===== config.mk =====
export PLATFORM = sky130hd
export DESIGN_NAME = contador_seq
export DESIGN_NICKNAME = d
export VERILOG_FILES = /design/src/rtl/contador_seq.sv
export SDC_FILE = /design/constraint.sdc
export NUM_CORES = 1
export LEC_CHECK = 0
export CAP_MARGIN = 20
export CORE_AREA = 2 2 70 72
export CTS_BUF_LIST = sky130_fd_sc_hd__clkbuf_4
export CTS_CLUSTER_SIZE = 20
export DETAILED_ROUTE_END_ITERATION = 10
export DIE_AREA = 0 0 72 74
export HOLD_SLACK_MARGIN = 0.05
export PLACE_DENSITY = 0.69
export SLEW_MARGIN = 10
export SYNTH_ARGS = -nofsm -noshare
export SYNTH_HDL_FRONTEND = slang
export SYNTH_SLANG_ARGS = --single-unit

===== constraint.sdc =====
create_clock -name clk -period 6.75 [get_ports clk]
set_input_delay 1.35 -clock clk [delete_from_list [all_inputs] [get_ports clk]]
set_output_delay 1.35 -clock clk [all_outputs]
set_load 0.03 [all_outputs]

===== src/rtl/contador_seq.sv =====
`default_nettype none
// ============================================================================
//  Module   : contador_seq
//  Purpose  : Command-driven sequencer around a bouncing up/down counter.
//             A requester programs lo, hi and a trip count through a
//             valid/ready handshake. The counter then runs lo -> hi -> lo
//             for the requested number of trips and pulses done. A trip
//             count of zero runs until aborted.
//  Revision : 1.0  initial release
// ----------------------------------------------------------------------------
//  Ports
//    clk        in   1       clock, rising edge
//    rst        in   1       asynchronous, active-high reset
//    cmd_valid  in   1       command present
//    cmd_ready  out  1       command can be accepted (IDLE only)
//    cmd_lo     in   WIDTH   lower bound
//    cmd_hi     in   WIDTH   upper bound (must be > cmd_lo)
//    cmd_trips  in   TRIP_W  trip count, 0 = run until abort
//    abort      in   1       stop the current run, no done pulse
//    pause      in   1       freeze the run (CONTADOR_PAUSE_EN builds only)
//    s          out  WIDTH   counter value
//    dir        out  1       0 = counting up, 1 = counting down
//    busy       out  1       run in progress
//    done       out  1       one-cycle pulse on normal completion
//    err        out  1       one-cycle pulse on a rejected command
// ----------------------------------------------------------------------------
//  Build option
//    CONTADOR_PAUSE_EN : when defined, pause=1 in UP/DOWN freezes the run.
//                        When undefined, pause is ignored.
// ============================================================================
module contador_seq #(
    parameter int WIDTH  = 4,
    parameter int TRIP_W = 4
) (
    input  logic              clk,
    input  logic              rst,
    input  logic              cmd_valid,
    output logic              cmd_ready,
    input  logic [WIDTH-1:0]  cmd_lo,
    input  logic [WIDTH-1:0]  cmd_hi,
    input  logic [TRIP_W-1:0] cmd_trips,
    input  logic              abort,
    input  logic              pause,
    output logic [WIDTH-1:0]  s,
    output logic              dir,
    output logic              busy,
    output logic              done,
    output logic              err
);

    localparam logic [WIDTH-1:0]  C_ONE_S    = WIDTH'(1);
    localparam logic [TRIP_W-1:0] C_ONE_TRIP = TRIP_W'(1);

    typedef enum logic [1:0] {
        ST_IDLE = 2'd0,
        ST_UP   = 2'd1,
        ST_DOWN = 2'd2
    } state_t;

    state_t             r_state,      w_state;
    logic [WIDTH-1:0]   r_s,          w_s;
    logic               r_dir,        w_dir;
    logic               r_busy,       w_busy;
    logic               r_done,       w_done;
    logic               r_err,        w_err;
    logic               r_ready,      w_ready;
    logic [WIDTH-1:0]   r_lo,         w_lo;
    logic [WIDTH-1:0]   r_hi,         w_hi;
    logic [TRIP_W-1:0]  r_trips,      w_trips;
    logic [TRIP_W-1:0]  r_trips_done, w_trips_done;

    logic               w_pause;
    logic [TRIP_W-1:0]  w_trip_inc;
    logic               w_last_trip;

`ifdef CONTADOR_PAUSE_EN
    assign w_pause = pause;
`else
    // Pause is not part of this build; tie it off so the run never freezes.
    logic w_unused_pause;
    assign w_unused_pause = pause;
    assign w_pause        = 1'b0;
`endif

    // Trip number that is finishing when the counter reaches lo in DOWN.
    assign w_trip_inc  = r_trips_done + C_ONE_TRIP;
    assign w_last_trip = (r_trips != '0) && (w_trip_inc == r_trips);

    // ------------------------------------------------------------------------
    // Next-state and registered-output logic
    // ------------------------------------------------------------------------
    always_comb begin
        w_state      = r_state;
        w_s          = r_s;
        w_dir        = r_dir;
        w_busy       = r_busy;
        w_done       = 1'b0;
        w_err        = 1'b0;
        w_ready      = r_ready;
        w_lo         = r_lo;
        w_hi         = r_hi;
        w_trips      = r_trips;
        w_trips_done = r_trips_done;

        case (r_state)
            ST_IDLE: begin
                w_dir   = 1'b0;
                w_busy  = 1'b0;
                w_ready = 1'b1;
                // abort is meaningless here, so a command is still accepted.
                if (cmd_valid && r_ready) begin
                    if (cmd_lo >= cmd_hi) begin
                        w_err = 1'b1;
                    end else begin
                        w_state      = ST_UP;
                        w_s          = cmd_lo;
                        w_busy       = 1'b1;
                        w_ready      = 1'b0;
                        w_lo         = cmd_lo;
                        w_hi         = cmd_hi;
                        w_trips      = cmd_trips;
                        w_trips_done = '0;
                    end
                end
            end

            ST_UP: begin
                if (abort) begin
                    w_state = ST_IDLE;
                    w_busy  = 1'b0;
                    w_dir   = 1'b0;
                    w_ready = 1'b1;
                end else if (!w_pause) begin
                    if (r_s == r_hi) begin
                        // hi is shown exactly once; turn around immediately.
                        w_s     = r_hi - C_ONE_S;
                        w_dir   = 1'b1;
                        w_state = ST_DOWN;
                    end else begin
                        w_s = r_s + C_ONE_S;
                    end
                end
            end

            ST_DOWN: begin
                // abort has priority, including over a final completion.
                if (abort) begin
                    w_state = ST_IDLE;
                    w_busy  = 1'b0;
                    w_dir   = 1'b0;
                    w_ready = 1'b1;
                end else if (!w_pause) begin
                    if (r_s == r_lo) begin
                        if (w_last_trip) begin
                            w_state = ST_IDLE;
                            w_busy  = 1'b0;
                            w_dir   = 1'b0;
                            w_ready = 1'b1;
                            w_done  = 1'b1;
                        end else begin
                            // lo was already shown; next trip starts at lo+1.
                            w_s     = r_lo + C_ONE_S;
                            w_dir   = 1'b0;
                            w_state = ST_UP;
                            // Endless runs saturate the trip counter.
                            if (!((r_trips == '0) && (&r_trips_done))) begin
                                w_trips_done = w_trip_inc;
                            end
                        end
                    end else begin
                        w_s = r_s - C_ONE_S;
                    end
                end
            end

            default: begin
                w_state = ST_IDLE;
                w_busy  = 1'b0;
                w_dir   = 1'b0;
                w_ready = 1'b1;
            end
        endcase
    end

    // ------------------------------------------------------------------------
    // State and output registers
    // ------------------------------------------------------------------------
    always_ff @(posedge clk or posedge rst) begin
        if (rst) begin
            r_state      <= ST_IDLE;
            r_s          <= '0;
            r_dir        <= 1'b0;
            r_busy       <= 1'b0;
            r_done       <= 1'b0;
            r_err        <= 1'b0;
            r_ready      <= 1'b1;
            r_lo         <= '0;
            r_hi         <= '0;
            r_trips      <= '0;
            r_trips_done <= '0;
        end else begin
            r_state      <= w_state;
            r_s          <= w_s;
            r_dir        <= w_dir;
            r_busy       <= w_busy;
            r_done       <= w_done;
            r_err        <= w_err;
            r_ready      <= w_ready;
            r_lo         <= w_lo;
            r_hi         <= w_hi;
            r_trips      <= w_trips;
            r_trips_done <= w_trips_done;
        end
    end

    assign s         = r_s;
    assign dir       = r_dir;
    assign busy      = r_busy;
    assign done      = r_done;
    assign err       = r_err;
    assign cmd_ready = r_ready;

endmodule
`default_nettype wire

run_1/floorplan.png
Scale bar: 20 um. Pins as bars on the die edge. Tap cells in gray.
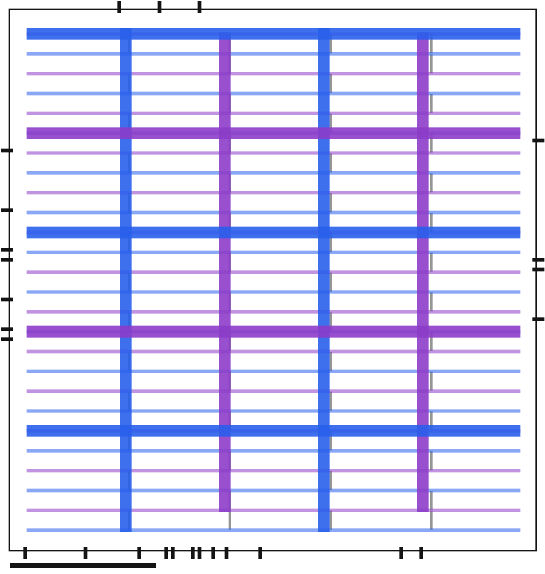
[purple] VDD
[blue] VSS
met4 straps: 4
met5 straps: 5
met1 rails: 26
rows: 25
tap cells: 54
horizontal extent of the die: 72 um
placeable core region: 0.004598 mm^2
peak ir drop on the vdd network: 0.1897 mV

run_1/class_map.png
Scale bar: 20 um.
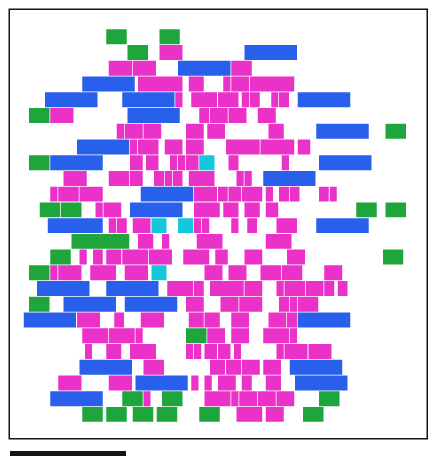
[magenta] remaining logic cells | cells: 159
[green] remaining buffers and delay cells | cells: 25
[cyan] clock drivers and dummy loads | cells: 4
[blue] registers | cells: 27
sequential fraction of total cell area: 29.42%
std cell rows: 25

run_1/clock_wires.png
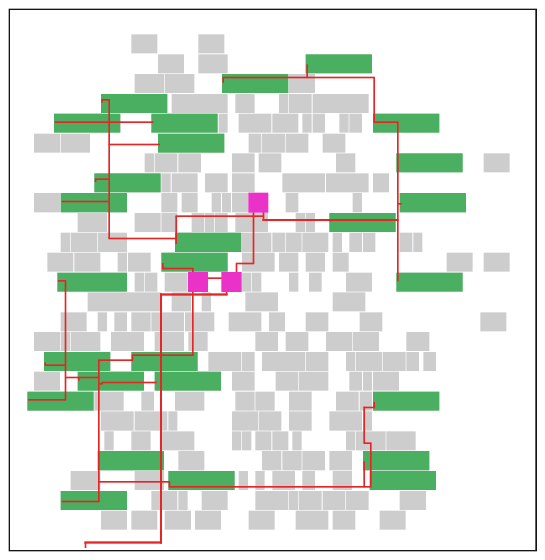
[green] flip-flops | count: 27
[red] clock wires | length: 372 um
[magenta] clock-net drivers | count: 3
routed clock nets: 4

==> results.txt, run 1 <==
Latest figures from synthesis and place and route.

In this run the cell area of the synthesized design comes to 0.001983 mm^2. The worst setup path is captured at a register. The number of global-route vias before repair is 1460. In this run, post-CTS repair resized a total of 0 instances. Yosys printed 0 warnings. Per the post-synthesis report, the nets total 225. Overall routing resource usage recorded by global route was 16.85%. The script extracted a total leakage power of 1.007 nW. Yosys mapped the design onto 49 distinct sky130hd cell types.

The global-route wire length before repair is 7141 um. The layout stage reports a final design area of 0.002301 mm^2. The net switching power of the design is 0.4512 mW. The weighted congestion at the end of routability-driven global placement is 0.8371. After routing, the total negative slack on setup checks comes to 0 ps.

Summed over all nets, wire length on met2 after detailed routing comes to 1752 um. The maximum clock path buffer count is 2. STA lists the endpoint of the worst register-to-register path as r_state[0].

Of the total synthesized cell area, the portion taken by full adders, half adders and majority gates is 8.202%. Among all flip-flop cells after synthesis, the most frequent one is sky130_fd_sc_hd__dfrtp_1. Signal routing reaches up to met4. The main power-consuming group is combinational cells. The sort of element at the start of the critical path is an input port. Setup repair after global routing left no endpoint under its margin. In this build the clock could be raised as far as 250.1 MHz.

The library cell with the largest summed area after synthesis is sky130_fd_sc_hd__dfrtp_1. The routed wire length on met3 is 157 um. The post-synthesis simple-gate area fraction is 11.36%. The dominant cell by count in the synthesized netlist is sky130_fd_sc_hd__dfrtp_1. After layout, the minimum clock period comes to 3998 ps. After the first detailed-routing iteration, the DRC count stood at 63. Max fanout on the critical path was recorded as 14. The net count of the finished layout is 246. The clock net in this run drives a total of 27 sinks. TritonCTS built the clock tree. After synthesis, the largest family of logic cells by area is AND-OR/OR-AND gates.

The cell-internal power is 0.5166 mW. The final timing report lists a hold violation count of 0. The power consumed by combinational cells is 0.577 mW. Global routing consumed, on the met3 layer, 1.762% of the routing resources. The clock network accounts for 8.0% of the total power. Buffers inserted during clock tree synthesis total 3. Summing internal, switching and leakage power gives 0.9678 mW. The insertion delay at the late pin of the worst-skew pair is 320 ps.

From synthesis to final layout, the design area changed by 16.03%. Yosys reports that the leading cell type by area covers 32.81% of the netlist area. Final hold analysis gives a worst-case slack of 509.3 ps.

The placement report lists the number of port buffers as 24. The power per unit of standard cell area is 420.6 mW/mm^2. At the pin with the least slew margin, the transition time is 1011 ps. Measured against the total synthesized area, the mux share comes to 11.04%. The share of power burned in combinational logic is 59.6%. The clock transition at the registers of the reported paths is 150 ps. Sorting the synthesized cells by how often they occur yields 26 x sky130_fd_sc_hd__dfrtp_1, 19 x sky130_fd_sc_hd__inv_1, 13 x sky130_fd_sc_hd__ha_1, 13 x sky130_fd_sc_hd__xor2_1, 12 x sky130_fd_sc_hd__mux2_2. The final antenna diode count is 0.

The layer with the highest usage is met1. In this run, synthesis inferred 0 flip-flops with an integrated enable. The synthesized area per cell is 10.17 um^2. The power dissipated in sequential cells is 0.314 mW.

For this run, the slowest stage of the critical path takes 850 ps. The largest net degree at the start of global routing is 28. For reference, the top cells by area after synthesis are sky130_fd_sc_hd__dfrtp_1 33%, sky130_fd_sc_hd__ha_1 8.2%, sky130_fd_sc_hd__mux2_2 6.8%. The headroom to the max-slew limit is 32.28%. Per the CTS log, the maximum H-tree level is 1. The run finished with clean final reports.

Walking the worst path, the cells encountered are clkdlybuf4s50_1, inv_1, ha_1, nor3b_1, o21bai_1, a21oi_1, nor3b_2, mux2_2.
run 1: placed cells by master, fill, tap and decap left out, types with 3 or more instances in the layout:
master / n
sky130_fd_sc_hd__o41ai_1: 4
sky130_fd_sc_hd__a21oi_1: 6
sky130_fd_sc_hd__mux2_2: 12
sky130_fd_sc_hd__inv_1: 19
sky130_fd_sc_hd__nor2_1: 11
sky130_fd_sc_hd__o21ai_0: 4
sky130_fd_sc_hd__o211ai_1: 4
sky130_fd_sc_hd__ha_1: 13
sky130_fd_sc_hd__o221ai_1: 4
sky130_fd_sc_hd__clkbuf_4: 4
sky130_fd_sc_hd__mux2i_1: 5
sky130_fd_sc_hd__xor2_1: 13
sky130_fd_sc_hd__nand2_1: 6
sky130_fd_sc_hd__nor3_1: 5
sky130_fd_sc_hd__clkdlybuf4s50_1: 24
sky130_fd_sc_hd__a31oi_1: 4
sky130_fd_sc_hd__mux2_1: 3
sky130_fd_sc_hd__nand3_1: 5
sky130_fd_sc_hd__xnor2_1: 8
sky130_fd_sc_hd__dfrtp_1: 26
run 1: flip-flops by register name, indices dropped and copies added, names as in the netlist, 2 cells and up:
| name | flops |
|---|---|
| r_trips | 4 |
| r_state | 2 |
| r_lo | 4 |
| s | 4 |
| r_trips_done | 4 |
| r_hi | 4 |
run 1: area by class of cell:
type                    count  area, um^2
multi-input cells         140        1187
clock buffers               4       30.03
well taps                  54       67.56
repair buffers             25       267.8
fillers                   421        2297
inverters                  19       71.32
flip-flops and latches     27       676.9
run 1: worst max-delay path: cells and delay by family:
family                     cells  cell delay, ps
and+or+nand+nor                2            1230
buffers and inverters          2             600
muxes                          1             420
AOI/OAI and AO/OA              2             340
adders and majority gates      1             280
==> run 2, diff against run 1 <==
Clock period 6.75 ns to 3.93 ns, I/O delays scaled along.
run_2/layers.png
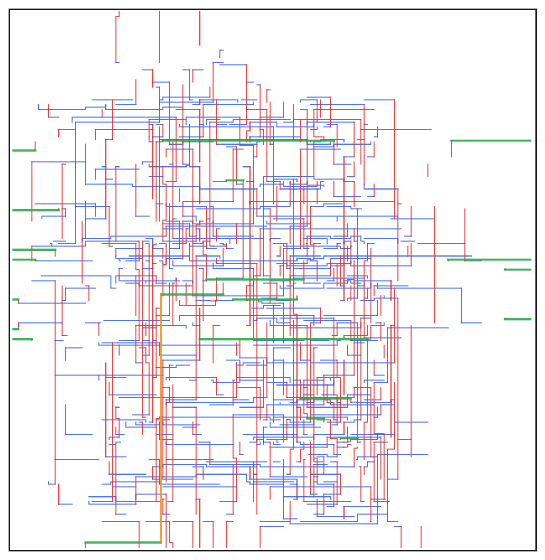
[orange] M4 | wire length: 34.0 um
[green] M3 | wire length: 152 um
[red] M2 | wire length: 1910 um
[blue] M1 | wire length: 2010 um
All-Layer GR Usage: 17.51%
wire per inst: 15.08 um

==> run 2 against run 1 <==
Sequential power grew 72%. Critical path type unchanged. Synthesized area is the same. Worst hold slack gained 7.0 ps.
==> results.txt, run 2 <==
Latest figures from synthesis and place and route.

The flow ran to the end, and the final reports show no timing, DRC or antenna violations. The clock share of power is 7.4%. The category of the critical setup timing path is in -> reg. The area added between synthesis and finish is 17.03%. The report shows a maximum critical-path fanout of 7.

The share of the synthesized area in the top cell type is 32.81%. The total number of placement rows is 25. The final worst-path setup slack is 824.9 ps. The total power consumption of the routed design is 1.679 mW.

The detailed placer reported the number of placed instances as 267. The count of max-cap constraint violations is 0. In the floorplan report the effective utilization is 43.13%. The number of storage elements in the synthesis netlist is 27.

The number of global-route vias before repair is 1559. The number of CTS-inserted buffers is 3. The number of clock sinks is 27.

The number of hold violations in the final report is 0. The post-DP HPWL is 3097 um. The routed via count divided by cell count is 5.776. CTS reports a maximum clock tree buffer depth of 2. The initial antenna violation count is 0.

The global-route wire length before repair is 7376 um. The data required time of the critical path is 4160 ps. The final instance area is 0.002321 mm^2. The analysis attributes to cell leakage a power of 1.021 nW.

sky130_fd_sc_hd__dfrtp_1 is the most common cell in the netlist. The tally of nets with antenna violations remaining after routing is 0. The dominant synthesized flop cell is sky130_fd_sc_hd__dfrtp_1.

The iteration tally of the first detailed-router pass is 4. The final antenna diode count is 0. In the power breakdown, the internal column shows 0.8924 mW.

Setup repair after global routing left no endpoint under its margin. Data arrives at the worst endpoint at 3330 ps. Of the total power, registers draw 32.2%. The synthesized netlist occupies a cell area of 0.001983 mm^2.

After the first detailed-routing iteration, the DRC count stood at 99. The count of unique library cells instantiated by Yosys is 49. The weighted congestion at the end of routability-driven global placement is 0.8398.

The area of combinational cells with multiple inputs is 0.001187 mm^2. The detailed router placed 1571 vias in this run. The post-layout net count is 249. TritonCTS built the clock tree. The top cell types in the final layout, fill and taps aside, are 26 x sky130_fd_sc_hd__dfrtp_1, 24 x sky130_fd_sc_hd__clkdlybuf4s50_1, 19 x sky130_fd_sc_hd__inv_1. The post-detailed-route DRC marker count is 0. The power report attributes to the combinational group a share of 60.4%. The total congestion overflow is 0. The number of buffers added to fix hold violations after cts is 0. Per the post-CTS timing run, clock transition at the registers of the reported paths is 150 ps.

The most common cell after layout, fill and taps aside is sky130_fd_sc_hd__dfrtp_1. OpenROAD emitted warnings numbering 31. The synthesized netlist cell count is 195. Per the final layout report, the fraction of cells sized above drive strength 1 comes to 15.60%. The number of nets in the synthesized netlist is 225.

The measured slew at the worst slew-check pin is 638.5 ps. The aggregate negative setup slack is 0 ps. The power report puts the net switching power at 0.7869 mW. The sequential cells in the finished layout cover a total of 676.9 um^2. The final design utilization is 50.48%. The H-tree depth reported by CTS is 1.

The number of synthesized flops with an enable pin is 0. The worst-case vdd ir drop is 0.3096 mV. Clock tree synthesis selected as its root buffer the cell sky130_fd_sc_hd__clkbuf_4.

The script computed the net switching share of total power as 46.86%. The capturing element type of the critical path is a register. The chip area in the Yosys report is 0.001983 mm^2. The number of buffers added for setup after CTS is 0. The core region is 0.004598 mm^2.

The main power-consuming group is combinational cells. The proportion of synthesized flip-flops having asynchronous set or reset is 100.0%. The time the final worst path needs with I/O delays and setup is 3105 ps. The ratio of final minimum period to clock period is 79.01%. Clock latency on the worst-skew pair, taken at its later pin, is 330 ps. The pre-CTS setup check shows a worst slack of 458.9 ps.

The number of I/O port buffers is 24. The clock network power consumption is 0.124 mW. The final wirelength is 4101 um. Yosys reports that the most numerous cell types are 26 x sky130_fd_sc_hd__dfrtp_1, 19 x sky130_fd_sc_hd__inv_1, 13 x sky130_fd_sc_hd__ha_1, 13 x sky130_fd_sc_hd__xor2_1, 12 x sky130_fd_sc_hd__mux2_2. The library cell with the largest summed area after synthesis is sky130_fd_sc_hd__dfrtp_1. The sort of element at the start of the critical path is an input port.

The worst-case max-slew headroom was logged as 57.36%. Of the synthesized area, sequential elements account for 34.13%. The number of gates resized after cts is 0. After floorplanning, the die was sized to cover 0.005328 mm^2.

The end-of-flow timing check tallies setup violations at 0. The power per unit of standard cell area is 723.5 mW/mm^2. The yosys synthesis warning count is 0.

The power dissipated in sequential cells is 0.540 mW. The number of filler instances in the final layout is 428. The maximum clock frequency is 322.1 MHz. From bottom edge to top edge, the die measures 74 um. Per the detailed placement report, the placed cell area equals 0.002266 mm^2. Pins over their slew limit in the final report were tallied at 0. The total I/O pin count is 26. The yosys cell count is 195. The horizontal die dimension reported for this design is 72 um.

On the final layout, the worst hold slack is 516.3 ps. By area the synthesized netlist is led by sky130_fd_sc_hd__dfrtp_1 33%, sky130_fd_sc_hd__ha_1 8.2%, sky130_fd_sc_hd__mux2_2 6.8%. After the flow finishes, the layout carries non-filler instances totaling 272. Across the routed clock network, the largest skew measured is 5.843 ps. The power consumed by combinational cells is 1.01 mW. The worst hold path belongs to the class reg -> reg. The largest net degree at the start of global routing is 28.

Dividing the synthesized area by the synthesized cell count gives 10.17 um^2.
-- run 2: kinds of logic (layout without fill, tap and decap cells) --
kind of cell    Yosys count  after routing  synth area share (%)
compound gates           45             45                 18.93
xor+xnor                 22             22                 10.10
fa+ha+maj                13             13                 8.202
buf+inv                  28             51                 6.246
flops                    27             27                 34.13
mux                      20             20                 11.04
simple gates             40             40                 11.36
-- run 2: critical path: stages --
cell and delay (ps):
sky130_fd_sc_hd__clkdlybuf4s50_1 520, sky130_fd_sc_hd__inv_1 60, sky130_fd_sc_hd__ha_1 280, sky130_fd_sc_hd__nor3b_1 360, sky130_fd_sc_hd__o2111a_1 350, sky130_fd_sc_hd__nor2_1 150, sky130_fd_sc_hd__o31ai_2 450, sky130_fd_sc_hd__mux2_1 360
-- run 2: final timing paths --
path / from / to / slack (ps) / cells after the start
setup / recovery: cmd_lo[0] / s[1] / 820 / 8
hold / removal: cmd_ready / cmd_ready / 520 / 2
setup reg to reg: r_trips_done[0] / r_state[0] / 1490 / 6
hold reg to reg: cmd_ready / cmd_ready / 520 / 2
max in group asynchronous: rst / s[1] / 2780 / 3
min in group asynchronous: rst / busy / 720 / 2
-- run 2: cell type report --
| class | instances | share of cell area, % |
|---|---|---|
| repair buffers | 28 | 12.51 |
| clock inverters | 1 | 0.2156 |
| clock buffers | 3 | 0.9703 |
| multi-input cells | 140 | 51.16 |
| flip-flops and latches | 27 | 29.16 |
| well taps | 54 | 2.911 |
| inverters | 19 | 3.073 |
-- run 2: layer usage --
layer / track usage, % / vias up / part of all wire (%)
li1: - / 762 / -
met1: 24.51 / 776 / 49
met2: 28.40 / 31 / 47
met3: 2.033 / 2 / 3.7
met4: 6.080 / 0 / 0.83
met5: 0 / - / 0
==> run 3, diff against run 2 <==
Settings changed: PLACE_DENSITY 0.69 to 0.72.
Clock period 3.93 ns to 2.8 ns, I/O delays scaled along.
run_3/floorplan.png
Scale bar: 20 um. Pins as bars on the die edge. Tap cells in gray.
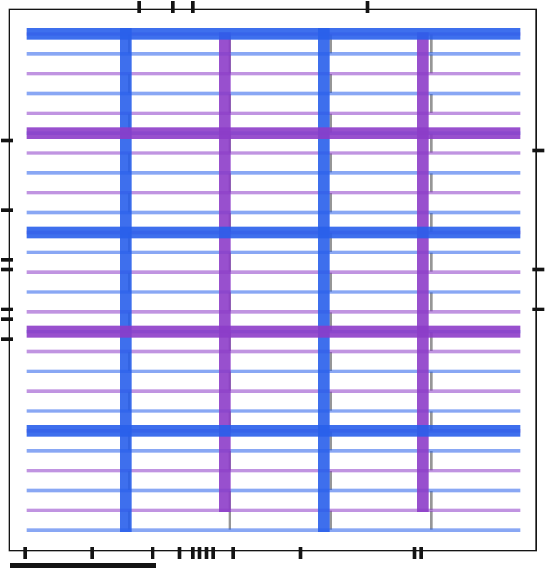
[blue] VSS
[purple] VDD
signal pins: 26
met5 straps: 5
tap cells: 54
met4 straps: 4

==> run 3 against run 2 <==
Clock skew shrank 1.2 ps. Critical endpoint is now s[2]. Total power rose by 45%. Utilization is 1.7 points higher. Die area unchanged. Critical path depth rose by 1. Final cell count increased by 4.8%. Synthesized area did not move. Cell area is 3.4% higher. Synthesized cell count did not move. Largest cell class unchanged. Sequential cell count is the same. Wire length increased by 1.4%. Global-route usage decreased by 0.43 points.
==> results.txt, run 3 <==
Latest figures from synthesis and place and route.

The share of the synthesized area in the top cell type is 32.81%. Routability-driven placement finished with a final weighted congestion of 0.8616. The capturing element type of the critical path is a register. The aggregate negative setup slack is 0 ps. The initial antenna violation count was 0. The first detailed-routing pass took 4 iterations. Relative to the synthesized area, the layout overhead comes to 21.07%.

The capture point of the critical path is s[2]. The total number of placement rows is 25. The class of the tightest hold or removal check is in -> async. The leakage component of the power was reported as 1.078 nW. Per the synth stats, the flop cell with the highest instance count is sky130_fd_sc_hd__dfrtp_1. For this run, the register share of the synthesized area comes to 34.13%.

The time the final worst path needs with I/O delays and setup is 2586 ps. The library cell with the largest summed area after synthesis is sky130_fd_sc_hd__dfrtp_1. The peak fanout along the critical path is 4. The post-DP HPWL is 3336 um. Post-route period utilization is reported as 92.36%. Once iteration 0 of detailed routing completed, the report listed 52 DRC markers. Looking at the reg2reg group, the worst path starts from r_trips_done[0]. The layout has 399 filler cells. The number of clock sinks is 27. Per the CTS log, the maximum H-tree level is 1. STA reports a reg2reg setup slack of 400 ps.

Per the repair_timing log after CTS, setup buffers inserted total 0. 0 antenna diodes ended up in the layout. The number of CTS-inserted buffers is 3. The headroom to the max-slew limit is 58.59%.

The insertion delay at the late pin of the worst-skew pair is 320 ps. Port buffering added 24 buffers. The cell total after placement is 281. Hold is met by 503.3 ps. The most common cell after layout, fill and taps aside is sky130_fd_sc_hd__dfrtp_1. The cell area that synthesis handed to floorplanning was 0.001983 mm^2.

Clock tree synthesis selected as its root buffer the cell sky130_fd_sc_hd__clkbuf_4. The run finished with clean final reports. For reference, the top cells by area after synthesis are sky130_fd_sc_hd__dfrtp_1 33%, sky130_fd_sc_hd__ha_1 8.2%, sky130_fd_sc_hd__mux2_2 6.8%.

Yosys reported a register bit count of 27. Counting the warning lines in the Yosys log gives 0. The arrival time reported for the critical path endpoint is 2810 ps. The final design utilization is 52.22%.

Once the clock tree was built, the resizer swapped 0 gates to a different size. The total vias in the final route is 1571. Excluding fillers, the count of instances in the completed layout stands at 285.

Pins over their slew limit in the final report were tallied at 0. Per the synth stats, the proportion of register bits with asynchronous set or reset is 100.0%. The number of global-route vias before repair is 1553. The floorplan report gives the top-level pin count as 26. The core area is 0.004598 mm^2. Counting along the longest clock path gives a buffer depth of 2. In the final run the clock tree shows a worst skew of 4.671 ps. The total power consumption of the routed design is 2.429 mW. The count of nets left with antenna violations once routing finished came out at 0. The category of the critical setup timing path is in -> reg.

After clock tree synthesis, the flow added hold-fix buffers numbering 0. The flow reported a cell area power density of 1012 mW/mm^2. The number of hold violations in the final report is 0. The DRC violation total left in the routed layout is recorded as 0. Entering global routing, the biggest net connects 17 pins. The dominant cell by count in the synthesized netlist is sky130_fd_sc_hd__dfrtp_1. In the final layout, the share of cells above drive strength 1 is 20.35%. The stage logs contain a warning count of 31. The worst-case vdd ir drop is 0.4134 mV. Counting every net in the synthesized netlist gives 225. The worst-case reg-to-reg path depth is 6. The global-route wire length before repair is 7162 um.

After detailed routing, the number of vias per cell comes to 5.512. Per the OpenROAD floorplan log, the height of the die is 74 um. The count of unique library cells instantiated by Yosys is 49. The critical path starts at cmd_lo[0]. The finished cells cover 0.002401 mm^2. Once the floorplan was initialized, standard cells occupied 43.13% of the core.

The stat command in Yosys gives a chip area of 0.001983 mm^2. For reference, the post-synthesis area per instance comes to 10.17 um^2. The post-placement cell area is 0.002371 mm^2. The reg-to-reg critical path endpoint is r_state[0]. The final number of setup-violating endpoints is 0.

The final worst-path setup slack is 213.8 ps. Based on the critical path, the design can be clocked at up to 386.7 MHz. The pre-CTS setup check shows a worst slack of -145.8 ps.

The measured slew at the worst slew-check pin is 620.1 ps. The final wirelength is 4160 um. The global routing report lists combined usage of all routing layers as 17.08%.

The number of synthesized flops with an enable pin is 0. The commonest cells after synthesis are 26 x sky130_fd_sc_hd__dfrtp_1, 19 x sky130_fd_sc_hd__inv_1, 13 x sky130_fd_sc_hd__ha_1, 13 x sky130_fd_sc_hd__xor2_1, 12 x sky130_fd_sc_hd__mux2_2. In the CTS report, the clock slew at the register clock pins of the worst setup and hold paths is listed as 150 ps. The CTS tree is yes.

The average routed wire per standard cell is 14.60 um. According to the timing report, the data required time at the worst endpoint equals 3030 ps. The synthesized netlist was found by Yosys to have 195 cells.

By instance count after routing, the leading logic cell types are 26 x sky130_fd_sc_hd__dfrtp_1, 24 x sky130_fd_sc_hd__clkdlybuf4s50_1, 19 x sky130_fd_sc_hd__inv_1. The die covers 0.005328 mm^2. The synthesized netlist handed to floorplanning was reported with a cell count of 195.

Setup repair after global routing left no endpoint under its margin. In this run the maximum-capacitance check reported violations numbering 0. The sort of element at the start of the critical path is an input port.

The global route stage reports its total congestion overflow as 0. The horizontal die size is 72 um.
run 3: cell counts after synthesis:
No cell type changed its count.
run 3: power breakdown:
part           internal [mW]  switching, mW  total (mW)
Sequential             0.542          0.173       0.716
Clock                 0.0655          0.116       0.181
Combinational          0.716          0.816        1.53
Total                   1.32           1.10        2.43
run 3: critical path, stage by stage:
cell and delay [ps]:
sky130_fd_sc_hd__clkdlybuf4s50_1 480, sky130_fd_sc_hd__inv_1 50, sky130_fd_sc_hd__ha_1 280, sky130_fd_sc_hd__nor3b_1 210, sky130_fd_sc_hd__buf_4 160, sky130_fd_sc_hd__o2111a_1 220, sky130_fd_sc_hd__nor2_1 80, sky130_fd_sc_hd__o31ai_2 420
sky130_fd_sc_hd__mux2_1 360
run 3: routing by layer:
| metal | track usage, % | share of wire, % | up-vias |
|---|---|---|---|
| met5 | 0 | 0 | - |
| met4 | 4.403 | 0.94 | 0 |
| met3 | 1.355 | 2.7 | 4 |
| met2 | 29.63 | 48 | 29 |
| met1 | 23.35 | 49 | 752 |
| li1 | - | - | 786 |
run 3: cell families after synthesis:
logic type / share of synthesized area, %
buf+inv: 6.246
simple gates: 11.36
mux: 11.04
compound gates: 18.93
flops: 34.13
fa+ha+maj: 8.202
xor+xnor: 10.10
run 3: area by class of cell:
| type | count | area, um^2 | area share (%) |
|---|---|---|---|
| well taps | 54 | 67.56 | 2.814 |
| multi-input cells | 140 | 1187 | 49.45 |
| clock buffers | 4 | 30.03 | 1.251 |
| flip-flops and latches | 27 | 676.9 | 28.19 |
| inverters | 19 | 71.32 | 2.970 |
| repair buffers | 41 | 367.9 | 15.32 |
Power and IR drop assume default switching activity.
